Fig. 1: run 1, cell classes on the final placement
Bar = 20 um.
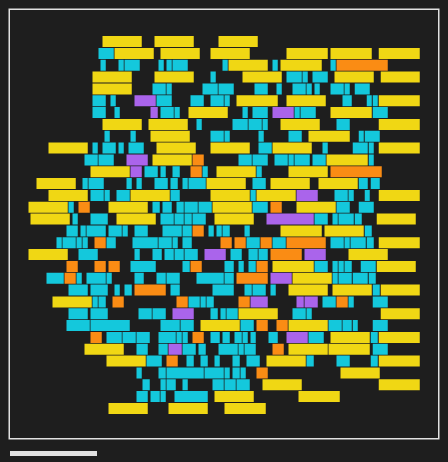
Fig. 2: run 1, sequential cells colored by netlist name
Bar = 20 um. Other sequential cells in the stronger gray, the rest of the logic in the fainter gray.
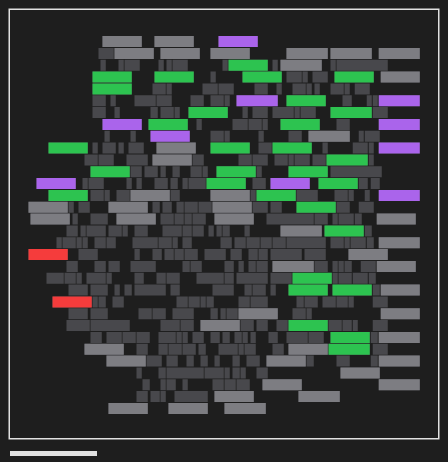
Fig. 3: run 1, gate-type map
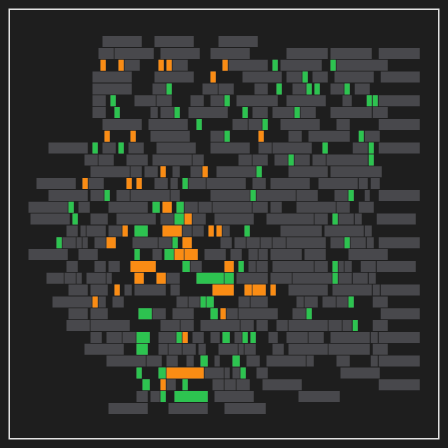
==> config.mk <==
export PLATFORM = sky130hd
export DESIGN_NAME = tmds_link_sequencer
export DESIGN_NICKNAME = d
export VERILOG_FILES = /design/src/rtl/tmds_pkg.sv /design/src/rtl/video_timing_counter.sv /design/src/rtl/tmds_link_sequencer.sv
export SDC_FILE = /design/constraint.sdc
export NUM_CORES = 1
export LEC_CHECK = 0
export CORE_MARGIN = 4
export CORE_UTILIZATION = 50
export CTS_CLUSTER_DIAMETER = 100
export DETAILED_ROUTE_END_ITERATION = 16
export DONT_BUFFER_PORTS = 1
export PLACE_DENSITY = 0.68
export SYNTH_ARGS = -nofsm -noshare
export SYNTH_HDL_FRONTEND = slang
export SYNTH_SLANG_ARGS = --single-unit
export TNS_END_PERCENT = 5
==> constraint.sdc <==
create_clock -name clk -period 2 [get_ports clk]
set_clock_uncertainty 0.1 [all_clocks]
set_input_delay 0.4 -clock clk [delete_from_list [all_inputs] [get_ports clk]]
set_output_delay 0.4 -clock clk [all_outputs]
set_load 0.05 [all_outputs]
==> deck_impl_summary.md, run 1 <==
Physical Implementation Snapshot

Synth
  • Synth Seq Share: 53.9%
  • Yosys Instances: 368
  • Simple-Gate Area Share: 17.0%
  • Most common cell in the synthesized netlist: dfrtp_1
  • Async set-reset flop share out of synthesis: 100%
  • Biggest area consumer among synthesized cells: dfrtp_1
  • Synthesized area per cell: 11.1 um^2
  • Mux frac, synth: 8.67%
  • Yosys Chip Area: 4080 um^2
  • Largest cells by area: dfrtp_1, dfstp_2, mux2i_1, o2bb2ai_1, nand2_1
  • Mapped cell area: 4080 um^2
  • Area fraction in compound gates: 12.9%

Timing
  • Setup ws final: -0.0493 ns
  • Final setup fails: 1
  • Setup TNS: -0.0493 ns
  • Final hold slack: -0.368 ns
  • Worst slew pin tran: 0.491 ns
  • Hold Fails Final Rpt: 87
  • RSZ-0062 raised after global routing: true

Placement
  • Place WS: 0.0881 ns
  • RD Place Congestion: 0.833

Layout
  • Signal buffers: 32
  • Gate Area: 1800 um^2
  • Most frequent logic cell in the layout: dfrtp_1
  • Flop count: 87
  • Layout cells sized above 1: 23.9%
  • Max reg flops: 30
  • Inverters: 11
  • Most numerous logic cells after layout: dfrtp_1, nand2_1, mux2i_1, o2bb2ai_1, buf_4
  • N_diodes: 0
  • Nets: 436

Detailed routing
  • M1 WL: 4020 um
  • WL final: 9110 um
  • TritonRoute pass-1 iters: 4
  • Post-route antenna net violation count: 0
  • DR WL/cell: 18.3 um

Critical path
  • CP cell instances: inv_2 > ha_4 > nor2b_4 > nand3_4 > inv_4 > buf_12
  • Worst path buffer plus inverter count: 3
  • Critical Path Fanout Max: 5

Power and ir drop
  • Highest-power group: sequential cells
  • Clock power share: 15.5%
  • P_sw: 0.00356 W

Worst hold path
  • Worst hold-check path type: input port to async pin

Run
  • OpenROAD warning count: 36

GRT
  • Met1 usage: 25.3%

Run status
  • Status: complete, but fails checks
  • Failing checks: hold timing, setup timing

Floorplanning
  • Die width: 98.4 um
About Fig. 1:
remaining buffers and delay cells: drawn in orange, cells 32, share of their area 7.5%. combinational and other logic: drawn in cyan, cells 262, share of their area 40%. sequential cells: drawn in yellow, cells 87, share of their area 48%. clock drivers and dummy loads: drawn in purple, cells 16, share of their area 4.4%.
fin util: 60.1%
sequential share of cell area: 46.7%
Rows: 32
final instance area: 4720 um^2

About Fig. 2:
`sym1`: drawn in purple, sequential cells 10. `hold`: drawn in green, sequential cells 30. `state`: drawn in red, sequential cells 2.
sequential power: 0.00375 W
FF+latch area: 2200 um^2

About Fig. 3:
nor cells: drawn in orange, cells 38. nand cells: drawn in green, cells 72.
Comb area share: 38.1%
non-filler cells, final: 499

==> inputs of run 2 (changes only) <==
--- a/config.mk
+++ b/config.mk
@@ -8,6 +8,7 @@
 export CORE_MARGIN = 4
 export CORE_UTILIZATION = 50
 export CTS_CLUSTER_DIAMETER = 100
+export CTS_CLUSTER_SIZE = 16
 export DETAILED_ROUTE_END_ITERATION = 16
 export DONT_BUFFER_PORTS = 1
 export PLACE_DENSITY = 0.68
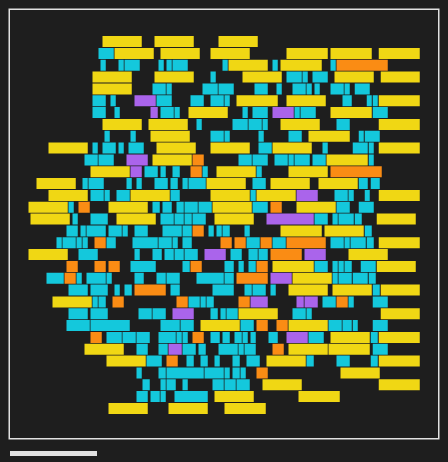
Fig. 4. Cell classes on the final placement (run 2).
Bar = 20 um.
clock drivers and dummy loads: drawn in purple, cells 16, share of their area 4.4%. sequential cells: drawn in yellow, cells 87, share of their area 48%. combinational and other logic: drawn in cyan, cells 262, share of their area 40%. remaining buffers and delay cells: drawn in orange, cells 32, share of their area 7.5%.
Core Region: 7850 um^2

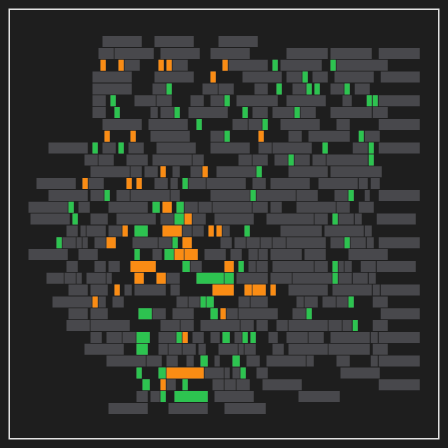
Fig. 5. Gate-type map (run 2).
nand cells: drawn in green, cells 72. nor cells: drawn in orange, cells 38.
most frequent logic cell in the layout: dfrtp_1

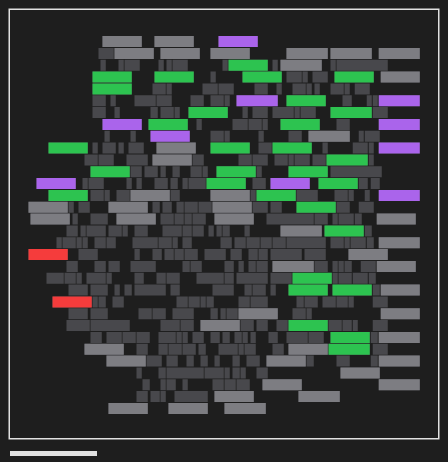
Fig. 6. Sequential cells colored by netlist name (run 2).
Bar = 20 um. Other sequential cells in the stronger gray, the rest of the logic in the fainter gray.
`hold`: drawn in green, sequential cells 30. `state`: drawn in red, sequential cells 2. `sym1`: drawn in purple, sequential cells 10.

==> run 2 against run 1 <==
  * The flow still finishes with violations (hold timing, setup timing)
  * Final cell count unchanged
  * Die size unchanged
  * Sequential power hardly changed
  * First-iteration DRC count did not move
  * Cell area did not move
  * Highest routed layer unchanged
==> deck_impl_summary.md, run 2 <==
Physical Implementation Snapshot

Run status
  • Status: complete, but fails checks
  • Failing checks: hold timing, setup timing

Synth
  • Async set-reset flop share out of synthesis: 100%
  • Mux frac, synth: 8.67%
  • Most common cell in the synthesized netlist: dfrtp_1
  • Yosys Instances: 368

Layout
  • Max reg flops: 30
  • Gate Area: 1800 um^2
  • Comb area share: 38.1%
  • Flop count: 87
  • Final instance area: 4720 um^2
  • Inverters: 11
  • Layout cells sized above 1: 23.9%

Timing
  • Hold Fails Final Rpt: 87
  • Final setup fails: 1
  • Final hold slack: -0.368 ns
  • Worst slew pin tran: 0.491 ns
  • Setup ws final: -0.0493 ns

Placement
  • Place WS: 0.0881 ns
  • RD Place Congestion: 0.833

Power and ir drop
  • P_sw: 0.00356 W
  • Sequential power: 0.00375 W

Detailed routing
  • DR WL/cell: 18.3 um
Power figures rest on the tool's default switching activity, not on a simulated workload.
